==> src/rtl/axi4_lite_handshake_scheduler_if.sv <==
// AXI4-Lite valid/ready handshake bundle (AW, W, B, AR, R) with no payload.
// The slave modport is the scheduler side. The master modport is the VIP/driver side.
interface axi4_lite_handshake_scheduler_if;
  logic awvalid;
  logic awready;
  logic wvalid;
  logic wready;
  logic bvalid;
  logic bready;
  logic arvalid;
  logic arready;
  logic rvalid;
  logic rready;

  modport slave (
    input  awvalid, wvalid, bready, arvalid, rready,
    output awready, wready, bvalid, arready, rvalid
  );

  modport master (
    output awvalid, wvalid, bready, arvalid, rready,
    input  awready, wready, bvalid, arready, rvalid
  );
endinterface

==> src/rtl/axi4_lite_handshake_scheduler.sv <==
// Slave-side AXI4-Lite handshake scheduler. It captures AW/W/AR handshakes and grants one
// shared backend slot round-robin between reads and writes. It answers on B or R after cfgWait cycles.
module axi4_lite_handshake_scheduler #(
  parameter int WAIT_WIDTH = 4
) (
  input  logic                           aclk,
  input  logic                           areset,
  axi4_lite_handshake_scheduler_if.slave bus,
  input  logic [WAIT_WIDTH-1:0]          cfgWait,
  output logic                           busy,
  output logic                           lastGrant
);

  typedef enum logic [1:0] {
    IDLE,
    ACCESS,
    RESP_W,
    RESP_R
  } state_t;

  state_t                state, state_n;
  logic [WAIT_WIDTH-1:0] cnt, cnt_n;
  logic                  last_grant_n;
  logic                  aw_held, w_held, ar_held;
  logic                  aw_held_n, w_held_n, ar_held_n;
  logic                  awready_q, wready_q, arready_q;
  logic                  wr_pend, rd_pend, grant_rd;

  // Only captured requests are arbitrated. A handshake in this cycle waits for the next IDLE cycle.
  assign wr_pend = aw_held && w_held;
  assign rd_pend = ar_held;

  // NOTE: every variable driven here gets a default first, so no path can infer a latch.
  always_comb begin
    state_n      = state;
    cnt_n        = cnt;
    last_grant_n = lastGrant;
    aw_held_n    = aw_held;
    w_held_n     = w_held;
    ar_held_n    = ar_held;
    grant_rd     = 1'b0;

    if (bus.awvalid && awready_q) aw_held_n = 1'b1;
    if (bus.wvalid  && wready_q)  w_held_n  = 1'b1;
    if (bus.arvalid && arready_q) ar_held_n = 1'b1;

    case (state)
      IDLE: begin
        if (wr_pend || rd_pend) begin
          grant_rd     = rd_pend && (!wr_pend || !lastGrant);
          last_grant_n = grant_rd;
          // The grant cycle counts as the first wait cycle. This puts the response at grant+1+cfgWait.
          if (cfgWait == '0) begin
            state_n = grant_rd ? RESP_R : RESP_W;
          end else begin
            cnt_n   = cfgWait - WAIT_WIDTH'(1);
            state_n = ACCESS;
          end
        end
      end
      ACCESS: begin
        if (cnt == '0) state_n = lastGrant ? RESP_R : RESP_W;
        else           cnt_n   = cnt - WAIT_WIDTH'(1);
      end
      RESP_W: begin
        if (bus.bready) begin
          aw_held_n = 1'b0;
          w_held_n  = 1'b0;
          state_n   = IDLE;
        end
      end
      RESP_R: begin
        if (bus.rready) begin
          ar_held_n = 1'b0;
          state_n   = IDLE;
        end
      end
      default: state_n = IDLE;
    endcase
  end

  // NOTE: state uses non-blocking assignments, so every register samples the pre-edge values together.
  always_ff @(posedge aclk) begin
    if (areset) begin
      state     <= IDLE;
      cnt       <= '0;
      lastGrant <= 1'b1;
      aw_held   <= 1'b0;
      w_held    <= 1'b0;
      ar_held   <= 1'b0;
      awready_q <= 1'b0;
      wready_q  <= 1'b0;
      arready_q <= 1'b0;
    end else begin
      state     <= state_n;
      cnt       <= cnt_n;
      lastGrant <= last_grant_n;
      aw_held   <= aw_held_n;
      w_held    <= w_held_n;
      ar_held   <= ar_held_n;
      // Readies are registered from the next held flags. They stay low through reset and carry no path from valid.
      awready_q <= !aw_held_n;
      wready_q  <= !w_held_n;
      arready_q <= !ar_held_n;
    end
  end

  assign bus.awready = awready_q;
  assign bus.wready  = wready_q;
  assign bus.arready = arready_q;
  assign bus.bvalid  = (state == RESP_W);
  assign bus.rvalid  = (state == RESP_R);
  assign busy        = (state != IDLE);

endmodule

==> src/flat_wrapper.sv <==
// flat-port wrapper written by rule: the top's interface ports become plain ports
module axi4_lite_handshake_scheduler_flat 
#(
  parameter int WAIT_WIDTH = 4
)
  (aclk, areset, cfgWait, busy, lastGrant, bus_awvalid, bus_wvalid, bus_bready, bus_arvalid, bus_rready, bus_awready, bus_wready, bus_bvalid, bus_arready, bus_rvalid);
  axi4_lite_handshake_scheduler_if bus_i ();
  input  logic aclk;
  input  logic areset;
  input  logic [WAIT_WIDTH-1:0] cfgWait;
  output logic busy;
  output logic lastGrant;
  input wire logic [$bits(bus_i.awvalid)-1:0] bus_awvalid;
  input wire logic [$bits(bus_i.wvalid)-1:0] bus_wvalid;
  input wire logic [$bits(bus_i.bready)-1:0] bus_bready;
  input wire logic [$bits(bus_i.arvalid)-1:0] bus_arvalid;
  input wire logic [$bits(bus_i.rready)-1:0] bus_rready;
  output wire logic [$bits(bus_i.awready)-1:0] bus_awready;
  output wire logic [$bits(bus_i.wready)-1:0] bus_wready;
  output wire logic [$bits(bus_i.bvalid)-1:0] bus_bvalid;
  output wire logic [$bits(bus_i.arready)-1:0] bus_arready;
  output wire logic [$bits(bus_i.rvalid)-1:0] bus_rvalid;
  assign bus_i.awvalid = bus_awvalid;
  assign bus_i.wvalid = bus_wvalid;
  assign bus_i.bready = bus_bready;
  assign bus_i.arvalid = bus_arvalid;
  assign bus_i.rready = bus_rready;
  assign bus_awready = bus_i.awready;
  assign bus_wready = bus_i.wready;
  assign bus_bvalid = bus_i.bvalid;
  assign bus_arready = bus_i.arready;
  assign bus_rvalid = bus_i.rvalid;
  axi4_lite_handshake_scheduler #(.WAIT_WIDTH(WAIT_WIDTH)) u_core (.aclk(aclk), .areset(areset), .bus(bus_i), .cfgWait(cfgWait), .busy(busy), .lastGrant(lastGrant));
endmodule
==> config.mk <==
export PLATFORM = sky130hd
export DESIGN_NAME = axi4_lite_handshake_scheduler_flat
export DESIGN_NICKNAME = d
export VERILOG_FILES = /design/src/rtl/axi4_lite_handshake_scheduler_if.sv /design/src/rtl/axi4_lite_handshake_scheduler.sv /design/src/flat_wrapper.sv
export SDC_FILE = /design/constraint.sdc
export NUM_CORES = 1
export LEC_CHECK = 0
export ABC_CLOCK_PERIOD_IN_PS = 3500
export CORE_MARGIN = 5
export CORE_UTILIZATION = 25
export DETAILED_ROUTE_END_ITERATION = 10
export SLEW_MARGIN = 5
export SYNTH_ARGS = -nofsm -noshare
export SYNTH_HDL_FRONTEND = slang
export SYNTH_SLANG_ARGS = --single-unit
export TNS_END_PERCENT = 10
==> constraint.sdc <==
create_clock -name aclk -period 3.5 [get_ports aclk]
set_input_delay 0.7 -clock aclk [delete_from_list [all_inputs] [get_ports aclk]]
set_output_delay 0.7 -clock aclk [all_outputs]
set_load 0.02 [all_outputs]
Metal 2:
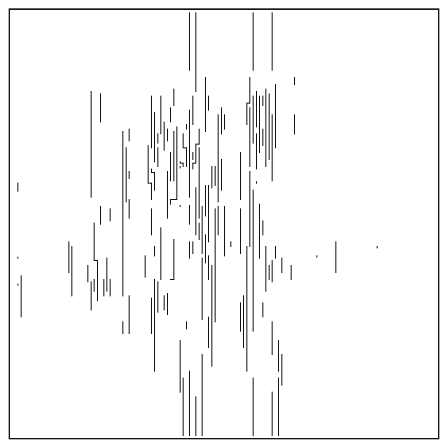
- nets with wire on the layer: 94
- main direction: vertical
- longest straight run: 23.8 µm
- wire length on this layer: 734 µm
number of vias in the routed layout: 653
GR Util met2: 0.1524
final wirelength: 1.555 mm

M1 wires:
Cells faint in the background.
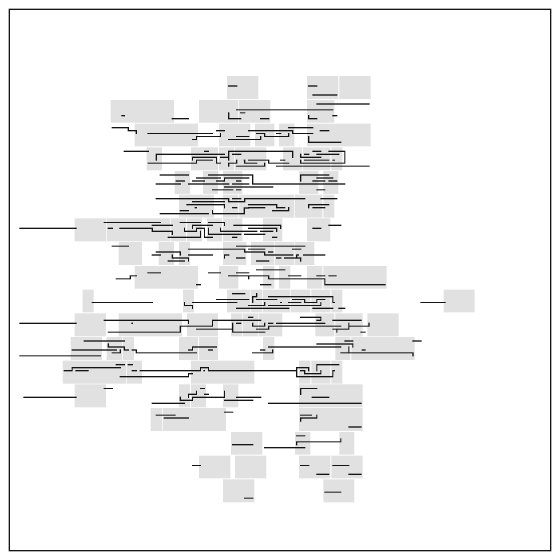
- main direction: horizontal
- nets with wire on the layer: 101
met1 Use GR: 0.1168

Cell density map:
Scale bar: 20 µm. The die is cut into 6 by 6 equal tiles; dark blue is low, red is high, 0 to 100% covered.
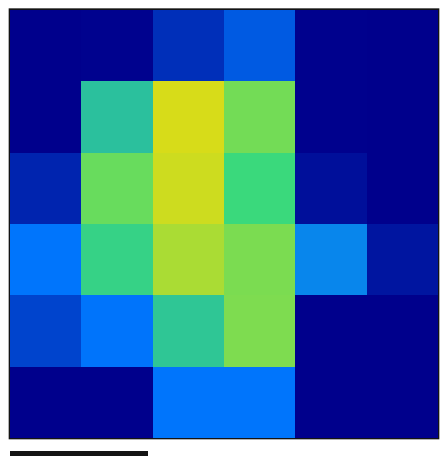
- nearly empty tiles: 39%
- densest ninth of the die: middle
- fullest tile: 70%
placeable core region: 2522 µm²
initial cell density of the core: 0.2674
post-layout utilization of the core: 0.3532

==> reports/writeup.txt <==
The congestion estimate from routability-driven global placement came to 0.8265. The HPWL reported at the end of detailed placement was 1.215 mm. The final total negative setup slack came out at 0 ns.

Clock share of power: 0.214. The number of cells in the finished layout apart from fillers came out at 129. The final report lists the setup-violating endpoint count as 0.

Post-synth the commonest register cell is dfxtp_1. The via count of the first global-routing pass was 614. Per the summary, power density relative to cell area is 484.6 nW/µm². After floorplanning, the core was divided into 18 placement rows. The tools report the wire length of the first global-routing pass as 2.684 mm. The clock slew at the register clock pins of the worst setup and hold paths is 0.08 ns. The area share of the largest cell type after synthesis is 0.3859.

For the number of antenna violations at the first check in global routing, the log shows 0. Looking at the gate-level netlist, the highest instance count belongs to dfxtp_1. The count of different cell masters after synthesis was 28; the synthesized net count was 94. The critical path maximum fanout is 9. The main area contributors are dfxtp_1 39%, a21oi_1 6.7%, mux2i_1 4.5%, nor2_1 4.5%, o311ai_0 3.9%. With the count of final hold-check violations at 0, the overall die area is 3837 µm². The worst setup path is launched from a flip-flop. The maximum clock insertion buffer count was 2; the total DRC errors in the routed layout was 0.

Hold analysis shows the worst path with a depth of 2. The OpenROAD report gives the critical path a data arrival time of 1.58 ns. For the worst min-delay path, the startpoint reported by OpenROAD is u_core.cnt[3]. The die is 61.94 µm tall. Per the power-grid run, VDD falls by no more than 0.3117 mV.

The run gives 0 as the count of final max-slew check failures. The critical path startpoint was u_core.state[0]. H-tree depth: 1. The routed design could run at a clock period as short as 2.276 ns. The run gives 1.52 ns as the minimum setup slack among reg-to-reg paths. For the count of TritonRoute iterations in the first routing pass, the log shows 4.

Per the cell usage report, the commonest logic cell in the layout is clkdlybuf4s50_1. Per the post-place timing report, worst setup slack is 1.178 ns. The share of total power consumed by net switching is 0.3395, and the net count reported at finish is 112.

According to the CTS report, the clock sink count is 13. Setup repair after global routing left no endpoint under its margin. The worst min-delay path category is flip-flop to flip-flop.

The detail route stage leaves a number of antenna-violating nets equal to 0. Per STA, the endpoint of the critical path is bus_rvalid. Counting tap cells, the placed design contains a total of 125 instances. The clock tree skew after final layout is 0.002085 ns, and the largest incremental delay on the critical path is 0.61 ns.

Count of buffering cells on the critical path with inverters included: 1. The pin closest to its max-slew limit shows a slew of 0.4269 ns. The run finished with clean final reports. TritonCTS built the clock tree. The critical path endpoint has a required time of 2.80 ns. The cell count after synthesis came out at 82.

After synthesis, the design contains 82 cells according to Yosys. The overall die width was 61.94 µm. In this run the critical path is formed by and2_1 -> clkdlybuf4s50_1. The commonest cells after synthesis are 13 x dfxtp_1, 9 x a21oi_1, 8 x nor2_1.

Final hold slack: 0.4831 ns.
Cells by drive strength:
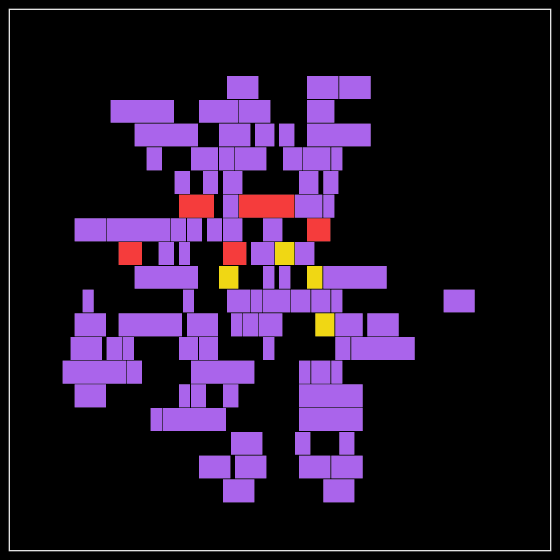
- yellow: x2 (cells 4)
- red: x3 and x4 (cells 5)
- purple: x1 and smaller (cells 90)
P&R area growth vs syn: 32.10%
final cell area excluding filler cells: 890.9 µm²
Buffers excl. clock: 17
worst setup slack after layout: 1.224 ns

Routing congestion:
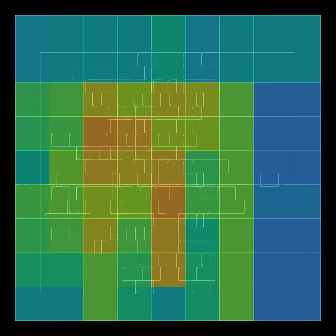
layer with the highest usage: met2
Tot GR Track Use: 0.09641
met3 Usage GRT: 0.04545
post-detailed-route wirelength per cell: 12.05 µm

==> stage by stage <==
step / instance area, µm² / utilization / total power (µW)
finish: 890.9 / 0.3532 / 431.7
global route: 890.9 / 0.3532 / 469.4
CTS: 890.9 / 0.3532 / 434.6
detailed placement: 863.3 / 0.3423 / 342.4
global placement: 863.3 / 0.3423 / 340.5
floorplan: 674.4 / - / 296.0
==> kinds of logic after synthesis <==
family                   count (synthesis)  share of synthesized area
buffers and inverters                    8                    0.05007
multiplexers                             3                    0.04453
AND/OR/NAND/NOR                         33                     0.2597
adder cells (fa/ha/maj)                  1                    0.01855
flip-flops                              13                     0.3859
AND-OR/OR-AND                           24                     0.2412
==> cell type report <==
cell class                      instances  area [µm²]  share of cell area
Timing Repair Buffer                   17       170.2              0.1910
Tap cell                               30       37.54             0.04213
Inverter                                4       15.01             0.01685
Sequential cell                        13       260.3              0.2921
Clock inverter                          1       5.005            0.005618
Multi-Input combinational cell         61       380.4              0.4270
Clock buffer                            3       22.52             0.02528
==> state kept, by name (all words and copies together), names as in the netlist <==
| signal | count |
|---|---|
| u_core.lastGrant | 1 |
| u_core.bus.arready | 1 |
| u_core.w_held | 1 |
| u_core.state | 2 |
| u_core.cnt | 4 |
| u_core.bus.wready | 1 |
| u_core.bus.awready | 1 |
| u_core.ar_held | 1 |
| u_core.aw_held | 1 |
==> metal layers <==
layer | share of wire | vias to the layer above
li1 | - | 337
met1 | 0.46 | 301
met2 | 0.47 | 13
met3 | 0.057 | 2
met4 | 0.0084 | 0
met5 | 0 | -
==> power by group through the flow <==
stage / clock, µW / sequential [µW] / combinational, µW
2_1_floorplan: 0 / 186 / 110
3_3_place_gp: 0 / 191 / 149
3_5_place_dp: 0 / 191 / 152
4_1_cts: 95.0 / 188 / 152
5_1_grt: 111 / 191 / 167
6_report: 92.5 / 188 / 151
Power and IR drop assume default switching activity.
